`src/rtl/reduce_seq_pkg.sv`:
```
// Shared types and constants for the byte-serial reduce sequencer.
// Optional performance counters are enabled with REDUCE_SEQ_PERF_EN.
package reduce_seq_pkg;

  localparam int CHUNK_W = 8;

  typedef enum logic [1:0] {
    IDLE,
    RUN,
    DONE
  } reduce_seq_state_t;

  function automatic int nchunk(input int data_w);
    return data_w / CHUNK_W;
  endfunction

endpackage

```
`src/rtl/reduce_sequencer_reduce.sv`:
```
// Shared narrow datapath: combinational AND/OR/XOR reduction of one chunk.
// Holds no state; it is time-shared by reduce_sequencer.
module bitwise_reduce #(
  parameter int W = 8
) (
  input  logic [W-1:0] data,
  output logic         red_and,
  output logic         red_or,
  output logic         red_xor
);

  assign red_and = &data;
  assign red_or  = |data;
  assign red_xor = ^data;

endmodule

```
`src/rtl/reduce_sequencer.sv`:
```
// Feeds a wide word through one 8-bit reducer, LSB byte first.
// Define REDUCE_SEQ_PERF_EN to add perf_words/perf_busy counters.
module reduce_sequencer
  import reduce_seq_pkg::*;
#(
  parameter int DATA_W = 32,
  parameter int CNT_W  = 16
) (
  input  logic              clk,
  input  logic              rst,
  input  logic              in_valid,
  output logic              in_ready,
  input  logic [DATA_W-1:0] in_data,
  output logic              out_valid,
  input  logic              out_ready,
  output logic              out_and,
  output logic              out_or,
  output logic              out_xor,
  output logic              busy
`ifdef REDUCE_SEQ_PERF_EN
  ,
  output logic [CNT_W-1:0]  perf_words,
  output logic [CNT_W-1:0]  perf_busy
`endif
);

  localparam int NCHUNK = nchunk(DATA_W);
  localparam int IDX_W  = (NCHUNK > 1) ? $clog2(NCHUNK) : 1;
  localparam logic [IDX_W-1:0] LAST = IDX_W'(NCHUNK - 1);

  reduce_seq_state_t state;

  logic [DATA_W-1:0] sreg;
  logic [IDX_W-1:0]  idx;
  logic              acc_and;
  logic              acc_or;
  logic              acc_xor;
  logic              red_and;
  logic              red_or;
  logic              red_xor;

  // Reducer sees only the registered shift register, never in_data.
  bitwise_reduce #(
    .W(CHUNK_W)
  ) u_reduce (
    .data    (sreg[CHUNK_W-1:0]),
    .red_and (red_and),
    .red_or  (red_or),
    .red_xor (red_xor)
  );

  assign in_ready = (state == IDLE);

  always_ff @(posedge clk or posedge rst) begin
    if (rst) begin
      state     <= IDLE;
      sreg      <= '0;
      idx       <= '0;
      acc_and   <= 1'b0;
      acc_or    <= 1'b0;
      acc_xor   <= 1'b0;
      out_valid <= 1'b0;
      out_and   <= 1'b0;
      out_or    <= 1'b0;
      out_xor   <= 1'b0;
      busy      <= 1'b0;
    end else begin
      unique case (state)
        IDLE: begin
          if (in_valid) begin
            sreg    <= in_data;
            acc_and <= 1'b1;
            acc_or  <= 1'b0;
            acc_xor <= 1'b0;
            idx     <= '0;
            busy    <= 1'b1;
            state   <= RUN;
          end
        end
        RUN: begin
          acc_and <= acc_and & red_and;
          acc_or  <= acc_or | red_or;
          acc_xor <= acc_xor ^ red_xor;
          sreg    <= sreg >> CHUNK_W;
          idx     <= idx + IDX_W'(1);
          if (idx == LAST) begin
            out_and   <= acc_and & red_and;
            out_or    <= acc_or | red_or;
            out_xor   <= acc_xor ^ red_xor;
            out_valid <= 1'b1;
            state     <= DONE;
          end
        end
        DONE: begin
          if (out_ready) begin
            out_valid <= 1'b0;
            busy      <= 1'b0;
            state     <= IDLE;
          end
        end
        default: begin
          state <= IDLE;
        end
      endcase
    end
  end

`ifdef REDUCE_SEQ_PERF_EN
  always_ff @(posedge clk or posedge rst) begin
    if (rst) begin
      perf_words <= '0;
      perf_busy  <= '0;
    end else begin
      if (state == DONE && out_ready && perf_words != '1)
        perf_words <= perf_words + CNT_W'(1);
      if (state == RUN && perf_busy != '1)
        perf_busy <= perf_busy + CNT_W'(1);
    end
  end
`endif

endmodule
```
`config.mk`:
```
export PLATFORM = sky130hd
export DESIGN_NAME = reduce_sequencer
export DESIGN_NICKNAME = d
export VERILOG_FILES = /design/src/rtl/reduce_seq_pkg.sv /design/src/rtl/reduce_sequencer_reduce.sv /design/src/rtl/reduce_sequencer.sv
export SDC_FILE = /design/constraint.sdc
export NUM_CORES = 1
export LEC_CHECK = 0
export CAP_MARGIN = 40
export CORE_MARGIN = 1.5
export CORE_UTILIZATION = 40
export DETAILED_ROUTE_END_ITERATION = 10
export MAX_ROUTING_LAYER = met4
export SLEW_MARGIN = 20
export SYNTH_ARGS = -nofsm -noshare
export SYNTH_HDL_FRONTEND = slang
export SYNTH_SLANG_ARGS = --single-unit
```
`constraint.sdc`:
```
create_clock -name clk -period 2.35 [get_ports clk]
set_clock_uncertainty 0.1 [all_clocks]
set_input_delay 0.3525 -clock clk [delete_from_list [all_inputs] [get_ports clk]]
set_output_delay 0.3525 -clock clk [all_outputs]
set_load 0.01 [all_outputs]
```
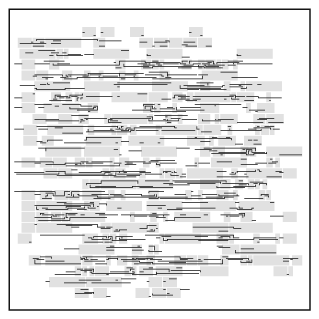
run_1/m1.png
Drawn at 4 px/µm. Cells faint in the background.
wire length on this layer = 2100 µm
main direction = horizontal
share of all routed wire = 51%
nets with wire on the layer = 247
longest straight run = 24.4 µm
total number of vias: 1542
met1 usage: 0.249

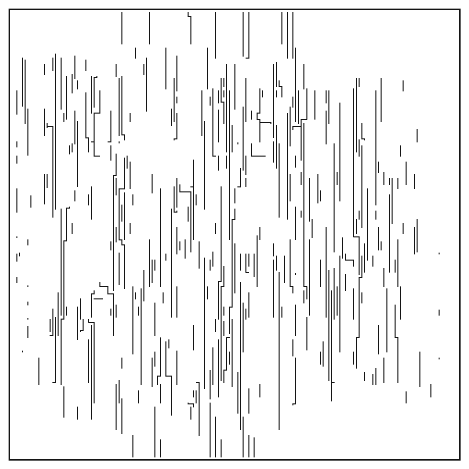
run_1/m2.png
Drawn at 6 px/µm.
longest straight run = 27.2 µm
share of all routed wire = 46%
GR Util met2: 0.251
final routed wirelength across all metal layers: 4160 µm

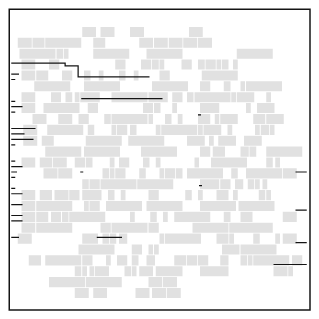
run_1/m3.png
Drawn at 4 px/µm. Cells faint in the background.
share of all routed wire = 2.8%
nets with wire on the layer = 26
Global Route met3 Usage: 0.0361

==> impl_report.txt, run 1 <==
=== SYNTHESIS / PLACE & ROUTE SUMMARY ===
----------------------------------------------------
[Clock network]
  Clock network latency to the later pin of the worst-skew pair ........................ 0.30 ns
  Maximum root-to-sink buffer count ........................ 2
  Number of resized instances in the post-cts repair step ........................ 0
  Count of hold buffers inserted by post-cts repair ........................ 0
  H-tree Lvls ........................ 2
  CTS tree ........................ done
  Clock root buffer ........................ clkbuf_8
  Clock transition at the registers of the reported paths ........................ 0.09 ns
  Post-CTS Setup Inserts ........................ 0
  CTS buffer count ........................ 5
  Count of clock tree sinks ........................ 44

[Floorplanning]
  IO Count ........................ 42
  Die width ........................ 74.8 µm
  Core area ........................ 4850 µm²
  Floorplan die height ........................ 74.8 µm
  Std cell rows ........................ 25
  Initial Utilization ........................ 0.426
  Area of the die ........................ 5600 µm²

[GRT]
  Sum of overflow across all layers after global routing ........................ 0
  Vias in the first global route ........................ 1512
  Antenna violations before repair ........................ 0
  Maximum number of pins on one net before global-route repair ........................ 38
  First-pass GRT wire length ........................ 7190 µm
  Most used routing layer ........................ met2
  Global-route usage over all layers ........................ 0.173

[Final timing]
  Final-report max-slew violation count ........................ 0
  Share of the clock period used by the worst path ........................ 0.774
  Total setup violations reported at the end of the flow ........................ 0
  Relative slew slack ........................ 0.735
  Total Negative Setup Slacks ........................ 0 ns
  Transition time at the pin with the least slew margin ........................ 0.397 ns
  Min Clock Period, post-route ........................ 1.82 ns
  WHS ........................ 0.328 ns
  Highest clock rate ........................ 0.550 GHz
  Unrepaired setup endpoints after global routing ........................ false
  Final hold vios ........................ 0

[Layout]
  Total inserted antenna cells ........................ 0
  Layout Cells excl Fill ........................ 309
  Growth of design area from synthesis to finish ........................ 27.8%
  Nets ........................ 286
  Finished Core Util ........................ 0.544
  Fraction of layout instances using a drive strength above 1 ........................ 0.0744

[Route]
  Drt drc ........................ 0
  Average wire per cell in the routed design ........................ 13.5 µm
  Per-cell via count in the routed design ........................ 4.99
  DRC marker count from the first detailed-route iteration ........................ 96
  Antenna-violating nets left ........................ 0
  Number of detailed-routing iterations run before antenna repair ........................ 4

[Place]
  Placer Congestion ........................ 0.720
  Detailed placement HPWL ........................ 2900 µm
  Port Buf Inserts ........................ 41
  Cell count after placement ........................ 301

[Power]
  PD cells ........................ 1190 nW/µm²
  LEAKAGE ........................ 1.15 nW
  Worst VDD drop ........................ 506 µV
  Total power ........................ 3.15 mW

[Yosys]
  Avg Synthesized Cell Area ........................ 10.4 µm²
  Simple-gate share of the synthesized area ........................ 0.110
  Adder and majority gate portion of the synthesized area ........................ 0.0545
  Share of the synthesized netlist area taken by xor and xnor gates ........................ 0.0170
  Fraction of synthesis flops using an asynchronous set or reset pin ........................ 1.00
  Top cells, area ........................ dfrtp_1 53%, a22oi_1 8.7%, nand2_1 6.4%, o21ai_1 5.6%, ha_1 5.5%
  Number of enable-type register cells in the synthesized netlist ........................ 0
  Primary flip-flop cell chosen by synthesis mapping ........................ dfrtp_1
  Yosys warns ........................ 0
  Dominant non-sequential cell family after synthesis ........................ AND-OR/OR-AND gates
  Gate count of the mapped netlist ........................ 199
  Library cells used by synthesis ........................ 27
  Flops out of synthesis ........................ 44
  Compound-Gate Fraction of Synth Area ........................ 0.221
  Post-synthesis cell area ........................ 2060 µm²
  Yosys-reported design area after synthesis ........................ 2060 µm²
  Number of cells in the yosys synthesis report ........................ 199
  Ranking of synthesized cells by instance count ........................ 44 x dfrtp_1, 35 x nand2_1, 24 x a22oi_1
  Library cell occupying the most area in the post-synthesis netlist ........................ dfrtp_1
  Mapped Nets ........................ 244
  Sequential area share after synthesis ........................ 0.533
  Area share of the largest cell type after synthesis ........................ 0.533
  Area fraction in mux cells ........................ 0
  Most common cell in the synthesized netlist ........................ dfrtp_1

[Critical path]
  Setup slack of the worst register-to-register path ........................ 0.69 ns
  Setup crit end kind ........................ output pin
  Cell count of the worst reg-to-reg path ........................ 6
  Critical path class ........................ register to output pin
  R2R Path End ........................ out_xor
  Launch point of the worst path ........................ state[1]
  Source of the worst register-to-register timing path ........................ sreg[2]
  Last element of the critical path ........................ in_ready
  Maximum fanout count along the critical path ........................ 4
  CP startpoint kind ........................ register
  Worst path required time ........................ 1.90 ns
  Data arrival, critical path ........................ 1.37 ns

[Run]
  Number of violations of the max-capacitance limit ........................ 0
  Tool warnings ........................ 30

[Min path]
  Kind of path behind the tightest hold check ........................ input port to async pin

[Run status]
  Run status ........................ complete, no violations

----------------------------------------------------
==> run 1: power breakdown <==
group          internal, mW  switching [mW]
clock network         0.315           0.262
registers              1.05           0.178
logic                 0.620           0.729
total                  1.98            1.17
==> run 1: critical path, cell delays in order, from the launching register on <==
cell	delay (ns)
dfrtp_1	0.42
nor2_1	0.12
clkdlybuf4s50_1	0.54
==> run 1: worst min path at each step <==
stage,start,end,slack [ns],cells after the start
after CTS,rst,sreg[9],0.34,3
after floorplan,sreg[10],sreg[10],0.35,2
after global placement,out_or,out_or,0.36,2
after global routing,rst,sreg[9],0.38,3
final,rst,sreg[9],0.33,3
after detailed placement,out_and,out_and,0.37,2
==> run 1: stage by stage <==
step | instance area (µm²) | setup slack (ns)
floorplan | 2060 | 0.842
global placement | 2530 | 0.604
detailed placement | 2530 | 0.572
CTS | 2640 | 0.510
global route | 2640 | 0.493
finish | 2640 | 0.532
==> run 1: cell type report <==
| type | count | area, µm² |
|---|---|---|
| inverters | 9 | 33.8 |
| repair buffers | 48 | 475 |
| flip-flops and latches | 44 | 1100 |
| multi-input cells | 133 | 833 |
| fillers | 451 | 2210 |
| well taps | 67 | 83.8 |
| clock buffers | 5 | 68.8 |
| clock inverters | 3 | 42.5 |
==> run 1: kinds of logic (layout without fill, tap and decap cells) <==
group           after synthesis  count (layout)
compound gates               69              69
xor+xnor                      4               4
fa+ha+maj                     9               9
buf+inv                      22              65
flops                        44              44
simple gates                 51              51
==> run 1: layer usage <==
metal | vias up | wire [µm]
met4 | 0 | 36
met5 | - | 0
li1 | 781 | -
met3 | 4 | 118
met2 | 31 | 1910
met1 | 726 | 2100
==> run 1: layout by cell type (no fill, tap or decap), types with 2 or more instances in the layout <==
master / count
a21oi_1: 3
a22o_1: 9
a22oi_1: 24
buf_4: 6
clkbuf_8: 5
clkdlybuf4s50_1: 41
dfrtp_1: 44
ha_1: 9
inv_1: 8
nand2_1: 35
nand2b_1: 3
nand3_1: 2
nor2_1: 4
o21ai_0: 8
o21ai_1: 23
xnor2_1: 3
==> run 1: registers in the layout, indices dropped and copies added, names as in the netlist <==
name,count
acc_and,1
acc_or,1
sreg,32
out_and,1
out_valid,1
out_xor,1
state,2
acc_xor,1
idx,2
busy,1
out_or,1
run_1/congestion_map.png
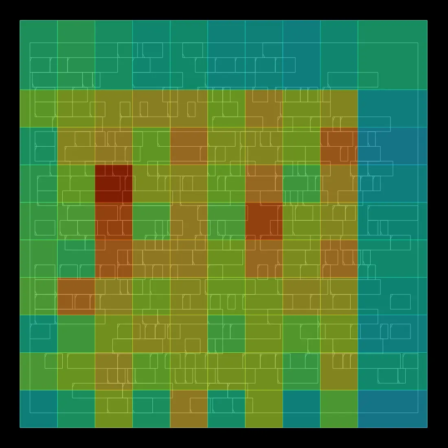

--- run 2 (diff from run 1) ---
==> constraint.sdc (replaced) <==
create_clock -name clk -period 1.9 [get_ports clk]
set_clock_uncertainty 0.1 [all_clocks]
set_input_delay 0.285 -clock clk [delete_from_list [all_inputs] [get_ports clk]]
set_output_delay 0.285 -clock clk [all_outputs]
set_load 0.01 [all_outputs]
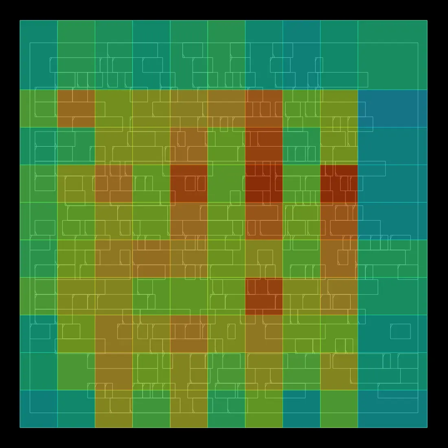
run_2/congestion_map.png
Finished Core Util: 0.549
GR Util met2: 0.276
average wire per cell in the routed design: 13.7 µm
Global Route met3 Usage: 0.0402
most used routing layer: met2

==> run 2 against run 1 <==
Net effect:
- design area rose by 0.85%
- non-clock buffer count unchanged
- power up 24%
- wire length up 1.5%
- largest power group unchanged
- highest routed layer unchanged
- critical path depth unchanged
- cell count unchanged
- combinational power up 24%
==> impl_report.txt, run 2 <==
=== SYNTHESIS / PLACE & ROUTE SUMMARY ===
----------------------------------------------------
[Run status]
  Run status ........................ complete, no violations

[Critical path]
  Worst path required time ........................ 1.51 ns (-0.39 ns)
  Setup crit end kind ........................ output pin
  Maximum fanout count along the critical path ........................ 7 (+3)
  Data arrival, critical path ........................ 1.44 ns (+0.07 ns)
  Slowest cell delay on critical path ........................ 0.55 ns (about the same)
  Master of the slowest instance on the critical path ........................ clkdlybuf4s50_1
  Top Family by Delay on Critical Path ........................ buffers and inverters
  Buf/Inv on CP ........................ 1 (unchanged)
  Critical-path cell list ........................ nor2_1 > clkdlybuf4s50_1
  Critical path class ........................ register to output pin
  CP startpoint kind ........................ register

[Yosys]
  Avg Synthesized Cell Area ........................ 10.4 µm² (unchanged)
  Ranking of synthesized cells by instance count ........................ 44 x dfrtp_1, 35 x nand2_1, 24 x a22oi_1
  Number of enable-type register cells in the synthesized netlist ........................ 0 (unchanged)
  Area share of the largest cell type after synthesis ........................ 0.533 (unchanged)
  Top cells, area ........................ dfrtp_1 53%, a22oi_1 8.7%, nand2_1 6.4%, o21ai_1 5.6%, ha_1 5.5%
  Primary flip-flop cell chosen by synthesis mapping ........................ dfrtp_1
  Mapped Nets ........................ 244 (unchanged)
  Gate count of the mapped netlist ........................ 199 (unchanged)
  Yosys-reported design area after synthesis ........................ 2060 µm² (unchanged)
  Sequential area share after synthesis ........................ 0.533 (unchanged)
  Post-synthesis cell area ........................ 2060 µm² (unchanged)
  Library cells used by synthesis ........................ 27 (unchanged)
  Number of cells in the yosys synthesis report ........................ 199 (unchanged)
  Fraction of synthesis flops using an asynchronous set or reset pin ........................ 1.00 (unchanged)
  Flops out of synthesis ........................ 44 (unchanged)
  Most common cell in the synthesized netlist ........................ dfrtp_1
  Yosys warns ........................ 0 (unchanged)
  Library cell occupying the most area in the post-synthesis netlist ........................ dfrtp_1

[GRT]
  Vias in the first global route ........................ 1541 (+1.9%)
  Antenna violations before repair ........................ 0 (unchanged)
  Maximum number of pins on one net before global-route repair ........................ 45 (+18%)
  First-pass GRT wire length ........................ 7470 µm (+3.8%)
  Global-route usage over all layers ........................ 0.182 (+0.00893)
  Sum of overflow across all layers after global routing ........................ 0 (unchanged)

[Final timing]
  Relative slew slack ........................ 0.795 (+0.0602)
  Total setup violations reported at the end of the flow ........................ 0 (unchanged)
  Final-report max-slew violation count ........................ 0 (unchanged)
  Total Negative Setup Slacks ........................ 0 ns (unchanged)
  Final hold vios ........................ 0 (unchanged)
  Share of the clock period used by the worst path ........................ 0.961
  Transition time at the pin with the least slew margin ........................ 0.305 ns (-0.0926 ns)
  Min Clock Period, post-route ........................ 1.83 ns
  Unrepaired setup endpoints after global routing ........................ false
  Highest clock rate ........................ 0.547 GHz

[Floorplanning]
  Floorplan die height ........................ 74.8 µm (unchanged)
  Area of the die ........................ 5600 µm² (unchanged)
  Std cell rows ........................ 25 (unchanged)
  Initial Utilization ........................ 0.426 (unchanged)
  IO Count ........................ 42 (unchanged)
  Core area ........................ 4850 µm² (unchanged)
  Die width ........................ 74.8 µm (unchanged)

[Place]
  Placer Congestion ........................ 0.727 (+0.90%)
  Detailed placement HPWL ........................ 2980 µm (+2.7%)
  Cell count after placement ........................ 301 (unchanged)
  Port Buf Inserts ........................ 41 (unchanged)

[Run]
  Number of violations of the max-capacitance limit ........................ 0 (unchanged)
  Tool warnings ........................ 30 (unchanged)

[Layout]
  Layout Cells excl Fill ........................ 309 (unchanged)
  Nets ........................ 286 (unchanged)
  Most common library cell in the layout ignoring fill and taps ........................ dfrtp_1
  Max FFs per register ........................ 32 (unchanged)
  Reg with most FFs ........................ sreg
  Total inserted antenna cells ........................ 0 (unchanged)
  Fraction of layout instances using a drive strength above 1 ........................ 0.0744 (unchanged)
  Most frequent logic cells in the routed design ........................ 43 x dfrtp_1, 41 x clkdlybuf4s50_1, 35 x nand2_1
  Biggest registers after layout ........................ sreg (32), idx (2), state (2)
  Growth of design area from synthesis to finish ........................ 28.9%

[Clock network]
  Maximum root-to-sink buffer count ........................ 2 (unchanged)
  Count of clock tree sinks ........................ 44 (unchanged)
  Clock root buffer ........................ clkbuf_8
  CTS buffer count ........................ 5 (unchanged)
  Clock transition at the registers of the reported paths ........................ 0.08 ns (about the same)
  Clock network latency to the later pin of the worst-skew pair ........................ 0.29 ns (about the same)
  H-tree Lvls ........................ 2 (unchanged)
  CTS tree ........................ done

[Power]
  Worst VDD drop ........................ 559 µV (+10%)
  PD cells ........................ 1470 nW/µm² (+23%)
  Total power ........................ 3.92 mW (+24%)
  LEAKAGE ........................ 1.16 nW (+0.76%)

[Route]
  Drt drc ........................ 0 (unchanged)
  Number of detailed-routing iterations run before antenna repair ........................ 4 (unchanged)
  Per-cell via count in the routed design ........................ 5.05 (+1.1%)
  Antenna-violating nets left ........................ 0 (unchanged)
  DRC marker count from the first detailed-route iteration ........................ 88 (-8.3%)
  Final routed wirelength across all metal layers ........................ 4220 µm (+1.5%)
  Total number of vias ........................ 1559 (+1.1%)

[Min path]
  Kind of path behind the tightest hold check ........................ input port to async pin

----------------------------------------------------
==> run 2: netlist changes by cell type in the layout (fill, tap and decap cells not counted) <==
cell / change
buf_12: +2
buf_4: -2
clkbuf_1: +1
clkinvlp_4: -1
dfrtp_1: -1
dfrtp_2: +1
==> run 2: layout make-up <==
type	instances	area (µm²)
flip-flops and latches	44	1100
inverters	9	33.8
fillers	465	2190
multi-input cells	133	833
clock inverters	2	35.0
well taps	67	83.8
clock buffers	6	72.6
repair buffers	48	500
==> run 2: cell families after synthesis <==
group                    synth area share
AND/OR/NAND/NOR                     0.110
buffers and inverters              0.0642
XOR/XNOR                           0.0170
AND-OR/OR-AND                       0.221
adder cells (fa/ha/maj)            0.0545
flip-flops                          0.533
==> run 2: path summary, 6_finish.rpt <==
kind | start | endpoint | slack (ns) | cells after the start
min in group clk | out_or | out_or | 0.38 | 2
worst min register to register | out_or | out_or | 0.38 | 2
worst max register to register | sreg[0] | out_xor | 0.26 | 6
max in group asynchronous | rst | state[0] | 1.23 | 3
worst max-delay path | state[0] | in_ready | 0.07 | 2
worst min-delay path | rst | out_xor | 0.23 | 3
==> run 2: routing by layer <==
| metal | part of all wire | global-route usage | wire length (µm) | vias up |
|---|---|---|---|---|
| met3 | 0.030 | 0.0402 | 127 | 5 |
| met5 | 0 | - | 0 | - |
| met4 | 0.0090 | 0.0485 | 38 | 0 |
| met1 | 0.49 | 0.248 | 2060 | 748 |
| li1 | - | - | - | 777 |
| met2 | 0.47 | 0.276 | 2000 | 29 |
==> run 2: timing repair <==
action | 4_1_cts | 5_1_grt
resized | 0 | 1
setup endpoints to repair | 0 | 1
hold buffers | 0 | 0
setup buffers | 0 | 0
==> run 2: report_power, final <==
part           switching [mW]  total [mW]  internal [mW]
Combinational           0.883        1.68          0.796
Sequential              0.240        1.54           1.30
Clock                   0.309       0.699          0.390
Total                    1.43        3.92           2.49
==> run 2: worst register-to-register path, cell delays in order (launching register included) <==
cell and delay, ns:
dfrtp_1 0.39, inv_1 0.05, ha_1 0.30, xnor2_1 0.14, xnor2_1 0.28, xor2_1 0.17
o21ai_1 0.07
==> run 2: per-stage QoR <==
stage               hold slack [ns]   util  instance area [µm²]  setup WS, ns
global route                  0.258  0.549                 2660        0.0261
detailed placement            0.370  0.526                 2550         0.194
finish                        0.231  0.549                 2660        0.0734
global placement              0.360  0.526                 2550         0.257
floorplan                     0.318      -                 2060         0.392
CTS                           0.246  0.549                 2660        0.0255
run_2/pinout.png
Drawn at 6 px/µm. Pins as bars across the die edge, other pins in grey.
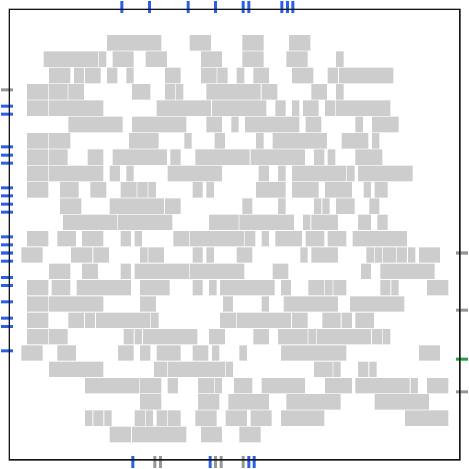

--- run 3 (diff from run 2) ---
--- a/config.mk
+++ b/config.mk
@@ -7,9 +7,10 @@
 export LEC_CHECK = 0
 export CAP_MARGIN = 40
 export CORE_MARGIN = 1.5
-export CORE_UTILIZATION = 40
+export CORE_UTILIZATION = 42
 export DETAILED_ROUTE_END_ITERATION = 10
 export MAX_ROUTING_LAYER = met4
+export PLACE_DENSITY = 0.75
 export SLEW_MARGIN = 20
 export SYNTH_ARGS = -nofsm -noshare
 export SYNTH_HDL_FRONTEND = slang
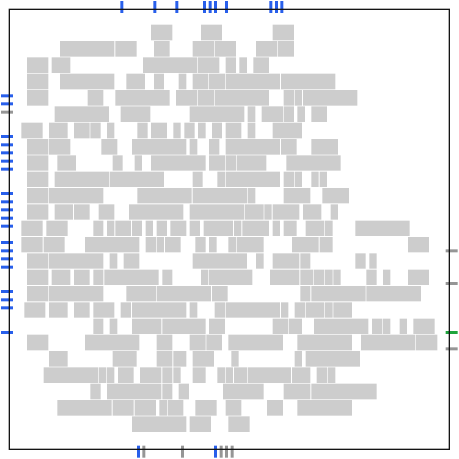
run_3/pinout.png
Drawn at 6 px/µm. Pins as bars across the die edge, other pins in grey.
in_data -> blue  # pins 32, direction input, edge 20 left, 10 top, 2 bottom
out_xor -> green  # pins 1, direction output, edge right
all pins by edge = 21 left, 10 top, 7 bottom, 4 right
floorplan die height: 73.1 µm
Port Buf Inserts: 41

==> run 3 against run 2 <==
Net effect:
- first-iteration DRC count fell by 44%
- clock-buffer cell count increased by 1
- combinational power rose by 2%
- sequential cell count unchanged
- sequential share of layout area is 0.62 points lower
- critical endpoint unchanged
- largest cell class unchanged
==> impl_report.txt, run 3 <==
=== SYNTHESIS / PLACE & ROUTE SUMMARY ===
----------------------------------------------------
[Run]
  Number of violations of the max-capacitance limit ........................ 0 (unchanged)
  Tool warnings ........................ 30 (unchanged)

[GRT]
  First-pass GRT wire length ........................ 7420 µm (-0.64%)
  Sum of overflow across all layers after global routing ........................ 0 (unchanged)
  Maximum number of pins on one net before global-route repair ........................ 26 (-42%)
  Antenna violations before repair ........................ 0 (unchanged)
  Global-route usage over all layers ........................ 0.187 (+0.00515)
  Vias in the first global route ........................ 1568 (+1.8%)

[Clock network]
  Clock network latency to the later pin of the worst-skew pair ........................ 0.29 ns (about the same)
  Number of resized instances in the post-cts repair step ........................ 0 (unchanged)
  Maximum root-to-sink buffer count ........................ 2 (unchanged)
  Count of clock tree sinks ........................ 44 (unchanged)
  CTS buffer count ........................ 5 (unchanged)
  Post-CTS Setup Inserts ........................ 0 (unchanged)
  Count of hold buffers inserted by post-cts repair ........................ 0 (unchanged)
  CTS tree ........................ done
  H-tree Lvls ........................ 2 (unchanged)
  Clock root buffer ........................ clkbuf_8
  Clock transition at the registers of the reported paths ........................ 0.08 ns (about the same)

[Floorplanning]
  Area of the die ........................ 5350 µm² (-4.6%)
  Die width ........................ 73.1 µm (-2.3%)
  Initial Utilization ........................ 0.437 (+0.0113)
  Std cell rows ........................ 25 (unchanged)
  IO Count ........................ 42 (unchanged)
  Core area ........................ 4720 µm² (-2.6%)

[Final timing]
  Total Negative Setup Slacks ........................ 0 ns (unchanged)
  Unrepaired setup endpoints after global routing ........................ false
  Transition time at the pin with the least slew margin ........................ 0.615 ns (+0.310 ns)
  Min Clock Period, post-route ........................ 1.77 ns (-0.0535 ns)
  Minimum setup slack in the final design ........................ 0.127 ns (+0.0535 ns)
  Total setup violations reported at the end of the flow ........................ 0 (unchanged)
  Relative slew slack ........................ 0.587 (-0.208)
  Share of the clock period used by the worst path ........................ 0.933 (-0.0282)
  Highest clock rate ........................ 0.564 GHz (+3.0%)
  Final-report max-slew violation count ........................ 0 (unchanged)
  Final hold vios ........................ 0 (unchanged)

[Critical path]
  Cell count of the worst reg-to-reg path ........................ 6 (unchanged)
  Source of the worst register-to-register timing path ........................ sreg[6]
  Setup slack of the worst register-to-register path ........................ 0.23 ns (-0.03 ns)
  CP startpoint kind ........................ register
  Maximum fanout count along the critical path ........................ 4 (-3)
  Setup crit end kind ........................ output pin
  Critical path class ........................ register to output pin
  R2R Path End ........................ out_xor
  Data arrival, critical path ........................ 1.39 ns (-0.05 ns)
  Worst path required time ........................ 1.51 ns (about the same)

[Layout]
  Finished Core Util ........................ 0.571 (+0.0225)
  Max FFs per register ........................ 32 (unchanged)
  Most frequent logic cells in the routed design ........................ 44 x dfrtp_1, 41 x clkdlybuf4s50_1, 35 x nand2_1
  Growth of design area from synthesis to finish ........................ 30.7%
  Biggest registers after layout ........................ sreg (32), idx (2), state (2)
  Nets ........................ 289 (+1.0%)
  Fraction of layout instances using a drive strength above 1 ........................ 0.0816 (+0.00725)
  Total inserted antenna cells ........................ 0 (unchanged)
  Most common library cell in the layout ignoring fill and taps ........................ dfrtp_1
  Reg with most FFs ........................ sreg

[Route]
  Number of detailed-routing iterations run before antenna repair ........................ 4 (unchanged)
  Per-cell via count in the routed design ........................ 5.13 (+1.6%)
  Antenna-violating nets left ........................ 0 (unchanged)
  Final routed wirelength across all metal layers ........................ 4210 µm (-0.26%)
  Average wire per cell in the routed design ........................ 13.5 µm (-1.2%)
  Drt drc ........................ 0 (unchanged)
  DRC marker count from the first detailed-route iteration ........................ 49 (-44%)
  Total number of vias ........................ 1600 (+2.6%)

[Yosys]
  Mapped Nets ........................ 244 (unchanged)
  Avg Synthesized Cell Area ........................ 10.4 µm² (unchanged)
  Post-synthesis cell area ........................ 2060 µm² (unchanged)
  Primary flip-flop cell chosen by synthesis mapping ........................ dfrtp_1
  Library cells used by synthesis ........................ 27 (unchanged)
  Yosys warns ........................ 0 (unchanged)
  Number of cells in the yosys synthesis report ........................ 199 (unchanged)
  Number of enable-type register cells in the synthesized netlist ........................ 0 (unchanged)
  Gate count of the mapped netlist ........................ 199 (unchanged)
  Most common cell in the synthesized netlist ........................ dfrtp_1
  Flops out of synthesis ........................ 44 (unchanged)
  Fraction of synthesis flops using an asynchronous set or reset pin ........................ 1.00 (unchanged)
  Library cell occupying the most area in the post-synthesis netlist ........................ dfrtp_1
  Yosys-reported design area after synthesis ........................ 2060 µm² (unchanged)
  Ranking of synthesized cells by instance count ........................ 44 x dfrtp_1, 35 x nand2_1, 24 x a22oi_1
  Top cells, area ........................ dfrtp_1 53%, a22oi_1 8.7%, nand2_1 6.4%, o21ai_1 5.6%, ha_1 5.5%
  Sequential area share after synthesis ........................ 0.533 (unchanged)
  Area share of the largest cell type after synthesis ........................ 0.533 (unchanged)

[Power]
  PD cells ........................ 1490 nW/µm² (+0.96%)
  LEAKAGE ........................ 1.18 nW (+2.1%)
  Worst VDD drop ........................ 670 µV (+20%)

[Place]
  Placement Setup Slack ........................ 0.202 ns (+0.00835 ns)
  Placer Congestion ........................ 0.775 (+6.5%)
  Detailed placement HPWL ........................ 3050 µm (+2.3%)

[Min path]
  Kind of path behind the tightest hold check ........................ input port to async pin

[Run status]
  Run status ........................ complete, no violations

----------------------------------------------------
-- run 3: cell count changes in the layout (fill, tap and decap cells not counted) --
cell,previous run,this run
nor2b_1,1,2
buf_4,4,7
clkbuf_8,5,7
clkinv_2,1,0
dfrtp_1,43,44
nor2b_2,1,0
clkbuf_1,1,0
dfrtp_2,1,0
-- run 3: critical path, cell delays in order (launching register included) --
cell and delay, ns:
dfrtp_1 0.43, nor2_1 0.13, clkdlybuf4s50_1 0.55
-- run 3: worst max-delay path by stage --
stage	start	to	slack, ns	depth (start not counted)
finish	state[1]	in_ready	0.13	2
CTS	state[1]	in_ready	0.11	2
global route	state[1]	in_ready	0.08	2
global placement	in_valid	sreg[7]	0.25	5
detailed placement	in_valid	sreg[7]	0.20	5
floorplan	sreg[6]	out_xor	0.39	6
-- run 3: metal layers --
metal | global-route usage | vias to the layer above | part of all wire
li1 | - | 784 | -
met1 | 0.243 | 775 | 0.46
met2 | 0.294 | 34 | 0.50
met3 | 0.0456 | 7 | 0.036
met4 | 0.0503 | 0 | 0.011
met5 | - | - | 0
-- run 3: layout make-up --
type	count	area, µm²
repair buffers	51	523
flip-flops and latches	44	1100
clock inverters	1	30.0
clock buffers	7	96.3
multi-input cells	133	831
fillers	414	2020
inverters	9	33.8
well taps	67	83.8
-- run 3: cell families after synthesis --
group / synth area share
AND-OR/OR-AND: 0.221
XOR/XNOR: 0.0170
adder cells (fa/ha/maj): 0.0545
buffers and inverters: 0.0642
flip-flops: 0.533
AND/OR/NAND/NOR: 0.110
-- run 3: power breakdown --
group	internal, mW	total [mW]	switching [mW]
registers	1.30	1.52	0.226
clock network	0.464	0.765	0.301
logic	0.807	1.72	0.916
total	2.57	4.01	1.44
-- run 3: through the flow --
stage / power, mW / hold WS (ns) / cell area, µm² / cells
after global placement: 3.19 / 0.360 / 2570 / 304
final: 4.01 / 0.202 / 2700 / 312
after global routing: 4.36 / 0.233 / 2700 / 312
after CTS: 4.05 / 0.214 / 2700 / 312
after detailed placement: 3.29 / 0.370 / 2570 / 304
after floorplan: 2.79 / 0.318 / 2060 / 199
No activity file was given, so power comes from the tool's default toggle rates.
